--- src/rtl/imem_loader.sv ---
// imem_loader: serial program loader for the instruction memory.
// Receives an 8N1 UART stream framed as A5, N, then 4*N little-endian data
// bytes, and writes N words to imem starting at byte address 0. The CPU
// core is held in reset for the duration of a load.
module imem_loader #(
  parameter int CLKS_PER_BIT = 434,
  parameter int ADDR_WIDTH   = 8
) (
  input  logic                  clk,
  input  logic                  rst,
  input  logic                  rxd,
  output logic                  we,
  output logic [ADDR_WIDTH-1:0] waddr,
  output logic [31:0]           wdata,
  output logic                  cpu_rst,
  output logic                  done,
  output logic                  err
);

  localparam int TW = $clog2(CLKS_PER_BIT);
  // One extra bit so a length equal to the full capacity is representable.
  localparam int LW = ADDR_WIDTH - 1;
  localparam logic [TW-1:0] BIT_LAST  = TW'(CLKS_PER_BIT - 1);
  localparam logic [TW-1:0] HALF_LAST = TW'(CLKS_PER_BIT / 2 - 1);
  localparam logic [31:0]   CAPACITY  = 32'(1) << (ADDR_WIDTH - 2);
  localparam logic [7:0]    HEADER    = 8'hA5;

  // ---------------------------------------------------------------- UART RX
  typedef enum logic [2:0] {
    RX_IDLE,
    RX_START,
    RX_DATA,
    RX_STOP,
    RX_WAIT_HIGH
  } rx_state_t;

  logic            rxd_meta_reg;
  logic            rxd_sync_reg;
  rx_state_t       rx_state_reg;
  logic [TW-1:0]   rx_timer_reg;
  logic [2:0]      rx_bit_reg;
  logic [7:0]      rx_shift_reg;
  logic            byte_valid_reg;
  logic            frame_err_reg;

  // Two-flop synchronizer; resets to the idle-high line level.
  always_ff @(posedge clk) begin
    if (rst) begin
      rxd_meta_reg <= 1'b1;
      rxd_sync_reg <= 1'b1;
    end else begin
      rxd_meta_reg <= rxd;
      rxd_sync_reg <= rxd_meta_reg;
    end
  end

  // Bit-timed receiver: start-bit check at mid bit, LSB-first data, one stop sample.
  always_ff @(posedge clk) begin
    if (rst) begin
      rx_state_reg   <= RX_IDLE;
      rx_timer_reg   <= '0;
      rx_bit_reg     <= '0;
      rx_shift_reg   <= '0;
      byte_valid_reg <= 1'b0;
      frame_err_reg  <= 1'b0;
    end else begin
      byte_valid_reg <= 1'b0;
      frame_err_reg  <= 1'b0;
      case (rx_state_reg)
        RX_IDLE: begin
          // Idle is only entered with the line high, so a low level here is a falling edge.
          if (!rxd_sync_reg) begin
            rx_state_reg <= RX_START;
            rx_timer_reg <= '0;
          end
        end
        RX_START: begin
          if (rx_timer_reg == HALF_LAST) begin
            rx_timer_reg <= '0;
            rx_bit_reg   <= '0;
            rx_state_reg <= rxd_sync_reg ? RX_IDLE : RX_DATA;
          end else begin
            rx_timer_reg <= rx_timer_reg + TW'(1);
          end
        end
        RX_DATA: begin
          if (rx_timer_reg == BIT_LAST) begin
            rx_timer_reg <= '0;
            rx_shift_reg <= {rxd_sync_reg, rx_shift_reg[7:1]};
            if (rx_bit_reg == 3'd7) begin
              rx_state_reg <= RX_STOP;
            end else begin
              rx_bit_reg <= rx_bit_reg + 3'd1;
            end
          end else begin
            rx_timer_reg <= rx_timer_reg + TW'(1);
          end
        end
        RX_STOP: begin
          if (rx_timer_reg == BIT_LAST) begin
            rx_timer_reg <= '0;
            if (rxd_sync_reg) begin
              byte_valid_reg <= 1'b1;
              rx_state_reg   <= RX_IDLE;
            end else begin
              frame_err_reg <= 1'b1;
              rx_state_reg  <= RX_WAIT_HIGH;
            end
          end else begin
            rx_timer_reg <= rx_timer_reg + TW'(1);
          end
        end
        RX_WAIT_HIGH: begin
          if (rxd_sync_reg) begin
            rx_state_reg <= RX_IDLE;
          end
        end
        default: rx_state_reg <= RX_IDLE;
      endcase
    end
  end

  // ---------------------------------------------------------------- loader
  typedef enum logic [2:0] {
    LD_IDLE,
    LD_LEN,
    LD_DATA,
    LD_WRITE,
    LD_FIN
  } ld_state_t;

  ld_state_t             ld_state_reg;
  logic [LW-1:0]         len_reg;
  logic [LW-1:0]         word_idx_reg;
  logic [1:0]            byte_cnt_reg;
  logic [31:0]           asm_word;
  logic                  we_reg;
  logic [ADDR_WIDTH-1:0] waddr_reg;
  logic [31:0]           wdata_reg;
  logic                  cpu_rst_reg;
  logic                  done_reg;
  logic                  err_reg;

  // Word assembly: one byte lane per position, loaded when byte_cnt selects it.
  for (genvar gi = 0; gi < 4; gi++) begin : g_lane
    logic [7:0] lane_reg;

    // Capture the received byte into this lane while collecting data.
    always_ff @(posedge clk) begin
      if (rst) begin
        lane_reg <= '0;
      end else if (ld_state_reg == LD_DATA && byte_valid_reg && byte_cnt_reg == 2'(gi)) begin
        lane_reg <= rx_shift_reg;
      end
    end

    assign asm_word[gi*8 +: 8] = lane_reg;
  end

  // Frame parser and imem write sequencer with registered outputs.
  always_ff @(posedge clk) begin
    if (rst) begin
      ld_state_reg <= LD_IDLE;
      len_reg      <= '0;
      word_idx_reg <= '0;
      byte_cnt_reg <= '0;
      we_reg       <= 1'b0;
      waddr_reg    <= '0;
      wdata_reg    <= '0;
      cpu_rst_reg  <= 1'b0;
      done_reg     <= 1'b0;
      err_reg      <= 1'b0;
    end else begin
      we_reg      <= 1'b0;
      done_reg    <= 1'b0;
      cpu_rst_reg <= (ld_state_reg != LD_IDLE);
      if (frame_err_reg) begin
        // A corrupted byte makes the rest of the frame untrustworthy.
        err_reg      <= 1'b1;
        ld_state_reg <= LD_IDLE;
      end else begin
        case (ld_state_reg)
          LD_IDLE: begin
            if (byte_valid_reg && rx_shift_reg == HEADER) begin
              err_reg      <= 1'b0;
              ld_state_reg <= LD_LEN;
            end
          end
          LD_LEN: begin
            if (byte_valid_reg) begin
              if (rx_shift_reg == 8'd0) begin
                ld_state_reg <= LD_IDLE;
              end else if ({24'd0, rx_shift_reg} > CAPACITY) begin
                err_reg      <= 1'b1;
                ld_state_reg <= LD_IDLE;
              end else begin
                len_reg      <= LW'(rx_shift_reg);
                word_idx_reg <= '0;
                byte_cnt_reg <= '0;
                ld_state_reg <= LD_DATA;
              end
            end
          end
          LD_DATA: begin
            if (byte_valid_reg) begin
              byte_cnt_reg <= byte_cnt_reg + 2'd1;
              if (byte_cnt_reg == 2'd3) begin
                ld_state_reg <= LD_WRITE;
              end
            end
          end
          LD_WRITE: begin
            we_reg       <= 1'b1;
            waddr_reg    <= {word_idx_reg[ADDR_WIDTH-3:0], 2'b00};
            wdata_reg    <= asm_word;
            word_idx_reg <= word_idx_reg + LW'(1);
            byte_cnt_reg <= '0;
            if ((word_idx_reg + LW'(1)) == len_reg) begin
              ld_state_reg <= LD_FIN;
            end else begin
              ld_state_reg <= LD_DATA;
            end
          end
          LD_FIN: begin
            done_reg     <= 1'b1;
            ld_state_reg <= LD_IDLE;
          end
          default: ld_state_reg <= LD_IDLE;
        endcase
      end
    end
  end

  assign we      = we_reg;
  assign waddr   = waddr_reg;
  assign wdata   = wdata_reg;
  assign cpu_rst = cpu_rst_reg;
  assign done    = done_reg;
  assign err     = err_reg;

endmodule

--- config.mk ---
export PLATFORM = sky130hd
export DESIGN_NAME = imem_loader
export DESIGN_NICKNAME = d
export VERILOG_FILES = /design/src/rtl/imem_loader.sv
export SDC_FILE = /design/constraint.sdc
export NUM_CORES = 1
export LEC_CHECK = 0
export CORE_MARGIN = 1
export CORE_UTILIZATION = 35
export CTS_BUF_LIST = sky130_fd_sc_hd__clkbuf_16
export CTS_CLUSTER_DIAMETER = 80
export CTS_CLUSTER_SIZE = 24
export DETAILED_ROUTE_END_ITERATION = 10
export PLACE_DENSITY = 0.5
export SLEW_MARGIN = 20
export SYNTH_ARGS = -nofsm -noshare
export SYNTH_HDL_FRONTEND = slang
export SYNTH_SLANG_ARGS = --single-unit
--- constraint.sdc ---
create_clock -name clk -period 2.5 [get_ports clk]
set_input_delay 0.5 -clock clk [delete_from_list [all_inputs] [get_ports clk]]
set_output_delay 0.5 -clock clk [all_outputs]
set_load 0.01 [all_outputs]
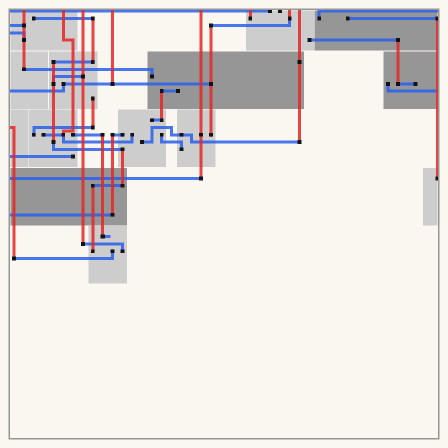
*Zoomed window, run 1*
Region (81, 20) to (101, 40) um. Cells in gray, sequential cells in the stronger gray; small squares are vias.
Key: blue = met1; red = met2
Most frequent: dfxtp_1 (3), a21oi_1 (2), a31oi_1 (2). Netlist names of flops here include word_idx_reg (3). 10 logic cells have their middle in the window. Sequential cells in the window: 3.

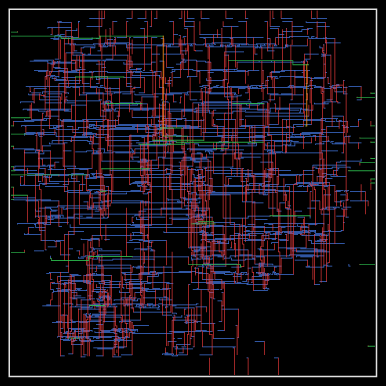
*Metal layers overlaid, run 1*
Scale: 3 px per um.
Key: orange = met4 [wire length 53.7 um]; blue = met1 [wire length 5850 um]; red = met2 [wire length 5360 um]; green = met3 [wire length 387 um]

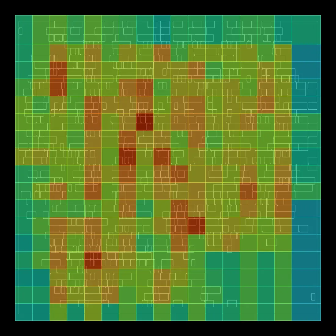
*Routing congestion map, run 1*
All-Layer GR Usage: 17.00%
Avg WL per Cell: 13.99 um
met3 usage: 4.869%

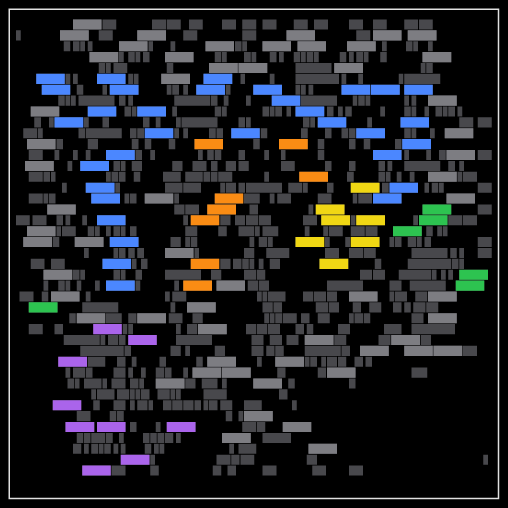
*Sequential cells colored by netlist name, run 1*
Scale: 4 px per um. Other sequential cells in the stronger gray, the rest of the logic in the fainter gray.
Key: green = waddr [sequential cells 6]; yellow = len_reg [sequential cells 7]; blue = g_lane.lane_reg [sequential cells 32]; orange = rx_shift_reg [sequential cells 8, where middle]; purple = rx_timer_reg [sequential cells 9, where bottom left]

[run 1: worst register-to-register path: stages (launching register included)]
cell	delay [ns]
dfxtp_1	0.35
inv_1	0.09
ha_1	0.13
or4b_1	0.42
or3_1	0.38
a22o_1	0.37
a32oi_1	0.26
nor2_1	0.05
[run 1: per-layer routing]
| layer | global-route usage [%] | part of all wire (%) | vias to the layer above |
|---|---|---|---|
| li1 | - | - | 2148 |
| met1 | 22.74 | 50 | 1974 |
| met2 | 26.06 | 46 | 67 |
| met3 | 4.869 | 3.3 | 4 |
| met4 | 5.787 | 0.45 | 0 |
| met5 | 0 | 0 | - |
[run 1: power groups by stage]
stage / registers, mW / logic (mW) / clock network, mW
3_5_place_dp: 1.96 / 0.0777 / 0
4_1_cts: 1.92 / 0.0776 / 2.52
6_report: 1.92 / 0.0776 / 2.46
2_1_floorplan: 1.96 / 0.0591 / 0
3_3_place_gp: 1.96 / 0.0767 / 0
5_1_grt: 1.92 / 0.0862 / 2.62
[run 1: worst min path at each step]
stage                            start                      end  slack (ns)
4_1_cts        rxd_meta_reg$_SDFF_PP1_  rxd_sync_reg$_SDFF_PP1_        0.41
2_1_floorplan  rxd_meta_reg$_SDFF_PP1_  rxd_sync_reg$_SDFF_PP1_        0.39
6_report       rxd_meta_reg$_SDFF_PP1_  rxd_sync_reg$_SDFF_PP1_        0.41
5_1_grt        rxd_meta_reg$_SDFF_PP1_  rxd_sync_reg$_SDFF_PP1_        0.42
3_5_place_dp   rxd_meta_reg$_SDFF_PP1_  rxd_sync_reg$_SDFF_PP1_        0.41
3_3_place_gp   rxd_meta_reg$_SDFF_PP1_  rxd_sync_reg$_SDFF_PP1_        0.40
==> CHANGELOG.md, run 1 <==
## Implementation

- WS Path Type: flip-flop to flip-flop
- Critical path endpoint: rx_timer_reg[1]$_SDFFE_PP0P_
- Synth warn: 0
- Most frequent cells in the layout: nand2_1 (132), dfxtp_1 (120), a21oi_1 (78), nand3_1 (46), clkdlybuf4s50_1 (43)
- Setup ws final: 0.3261 ns
- Area fraction in mux cells: 4.846%
- NonClk Buf Share: 9.242%
- Root Driver: clkbuf_16
- CP max-delay cell: or4b_1
- Seq cells: 120
- Tap cells: 180
- Clock power frac: 55.2%
- Synthesized area: 5035 um^2
- Invs w/o clock: 8
- Cell with the most instances after synthesis: nand2_1
- Slew Limit Fails: 0
- DR iter-0 viols: 187
- Worst reg2reg startpoint: rx_timer_reg[0]$_SDFFE_PP0P_
- Clkbuf count: 17
- Run status: completed
- # IOs: 47
- Dominant combinational family: simple AND/OR/NAND/NOR gates
- Worst path arrival time: 2.47 ns
- Fin crit period: 2.174 ns
- FF-to-FF End: rx_timer_reg[1]$_SDFFE_PP0P_
- Worst skew pair latency: 0.42 ns
- Total power: 4.465 mW
- Final cell count without fillers: 833
- Final instance area: 6255 um^2
- Worst setup SP type: flip-flop
- Biggest area cells: dfxtp_1 (48%), nand2_1 (9.8%), a21oi_1 (7.8%)
- CTS tree: done
- Comb gate area: 2426 um^2
- Hold Buf Count CTS: 0
- Routability cong.: 0.8397
- Via count: 4193
- Die Y-Extent: 121.9 um
- CTS sink count: 120
==> run 2, diff against run 1 <==
--- a/config.mk
+++ b/config.mk
@@ -5,6 +5,7 @@
 export SDC_FILE = /design/constraint.sdc
 export NUM_CORES = 1
 export LEC_CHECK = 0
+export CAP_MARGIN = 20
 export CORE_MARGIN = 1
 export CORE_UTILIZATION = 35
 export CTS_BUF_LIST = sky130_fd_sc_hd__clkbuf_16
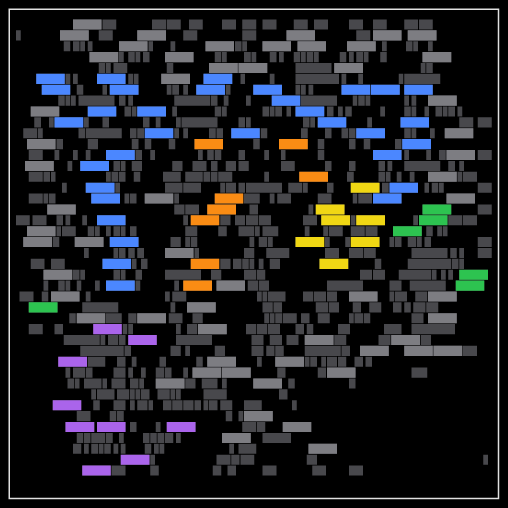
*Sequential cells colored by netlist name, run 2*
Scale: 4 px per um. Other sequential cells in the stronger gray, the rest of the logic in the fainter gray.
Key: green = waddr [sequential cells 6]; purple = rx_timer_reg [sequential cells 9, where bottom left]; yellow = len_reg [sequential cells 7]; blue = g_lane.lane_reg [sequential cells 32]; orange = rx_shift_reg [sequential cells 8, where middle]
Another 58 sequential cells are not colored.

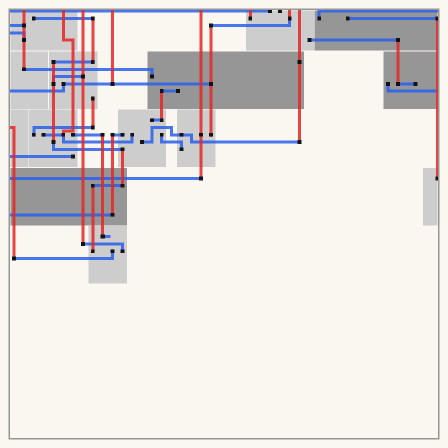
*Zoomed window, run 2*
Region (81, 20) to (101, 40) um. Cells in gray, sequential cells in the stronger gray; small squares are vias.
Key: blue = met1; red = met2
Most frequent: dfxtp_1 (3), a21oi_1 (2), a31oi_1 (2). Sequential cells in the window: 3. 10 logic cells have their middle in the window. Netlist names of flops here include word_idx_reg (3).

==> run 2 against run 1 <==
Global-route usage unchanged. Utilization is the same. Final cell count is the same. Power stayed put. Highest routed layer unchanged. First-iteration DRC count stayed put.
==> CHANGELOG.md, run 2 <==
## Implementation

- Run status: completed (unchanged)
- Seq power: 1.92 mW (about the same)
- Cell with the most instances after synthesis: nand2_1 (unchanged)
- Ant. Diodes: 0 (unchanged)
- Comb. pwr: 0.0776 mW (about the same)
- Largest net degree at the start of global routing: 73 (unchanged)
- Synth Seq Share: 47.71% (unchanged)
- Clock power frac: 55.2% (about the same)
- RSZ-0062 raised after global routing: no (unchanged)
- Final setup fails: 0 (unchanged)
- Hold Buf Count CTS: 0 (unchanged)
- Synth warn: 0 (unchanged)
- Via count: 4193 (unchanged)
- Log Warnings: 31 (unchanged)
- Worst path arrival time: 2.47 ns (about the same)
- Primary FF master, synth: dfxtp_1 (unchanged)
- First-pass DRT Iterations: 5 (unchanged)
- Routability cong.: 0.8397 (unchanged)
- CP max-delay cell: or4b_1 (unchanged)
- Switching share of total power: 19.96% (unchanged)
- Fin crit period: 2.174 ns (unchanged)
- Largest power group: clock (unchanged)
- Worst skew pair latency: 0.42 ns (about the same)
- All-Layer GR Usage: 17.00% (unchanged)
- Synthesized area: 5035 um^2 (unchanged)
- Avg WL per Cell: 13.99 um (unchanged)
- DR iter-0 viols: 187 (unchanged)
- # IOs: 47 (unchanged)
- CTS tree: done (unchanged)
- Most frequent cells in the layout: nand2_1 (132), dfxtp_1 (120), a21oi_1 (78), nand3_1 (46), clkdlybuf4s50_1 (43) (unchanged)
- Die Y-Extent: 121.9 um (unchanged)
- Biggest area cells: dfxtp_1 (48%), nand2_1 (9.8%), a21oi_1 (7.8%) (unchanged)
- Total power: 4.465 mW (unchanged)
- WS Path Type: flip-flop to flip-flop (unchanged)
- Worst setup SP type: flip-flop (unchanged)
- Logic gate share of total power: 1.7% (about the same)
- Setup bufs post-CTS: 0 (unchanged)
- Final instance area: 6255 um^2 (unchanged)
- Crit path max fanout: 15 (unchanged)
- Slew Limit Fails: 0 (unchanged)
- CTS sink count: 120 (unchanged)
- Setup ws final: 0.3261 ns (unchanged)
-- run 2: worst paths after layout --
| kind | start | endpoint | slack (ns) | cells past startpoint |
|---|---|---|---|---|
| worst min register to register | rxd_meta_reg$_SDFF_PP1_ | rxd_sync_reg$_SDFF_PP1_ | 0.41 | 1 |
| worst max register to register | rx_timer_reg[0]$_SDFFE_PP0P_ | rx_timer_reg[1]$_SDFFE_PP0P_ | 0.33 | 7 |
| worst min-delay path | rxd_meta_reg$_SDFF_PP1_ | rxd_sync_reg$_SDFF_PP1_ | 0.41 | 1 |
| worst max-delay path | rx_timer_reg[0]$_SDFFE_PP0P_ | rx_timer_reg[1]$_SDFFE_PP0P_ | 0.33 | 7 |
-- run 2: per-layer routing --
| layer | wire length [um] | global-route usage, % |
|---|---|---|
| met1 | 5853 | 22.74 |
| met2 | 5358 | 26.06 |
| met3 | 387 | 4.869 |
| met4 | 53 | 5.787 |
| met5 | 0 | 0 |
-- run 2: cell families after synthesis --
group / count (synthesis) / share of synthesized area [%]
multiplexers: 24 / 4.846
buffers and inverters: 53 / 4.175
AND-OR/OR-AND: 113 / 13.20
AND/OR/NAND/NOR: 269 / 24.80
other: 1 / 0.07448
adder cells (fa/ha/maj): 10 / 2.485
flip-flops: 120 / 47.71
XOR/XNOR: 14 / 2.709
-- run 2: layout make-up --
class                      instances  area (um^2)  share of cell area (%)
clock buffer                      17        425.4                   6.801
clock inverter                    15        167.7                   2.681
inverter                           8        30.03                  0.4801
multi-input combinational        432         2426                   38.79
sequential                       120         2402                   38.41
tap                              180        225.2                   3.601
timing repair buffer              61        578.1                   9.242
-- run 2: stage by stage --
step	instances	hold WS, ns
CTS	833	0.4132
global route	833	0.4171
floorplan	605	0.3895
finish	833	0.4090
global placement	801	0.4044
detailed placement	801	0.4078
Power and IR drop assume default switching activity.
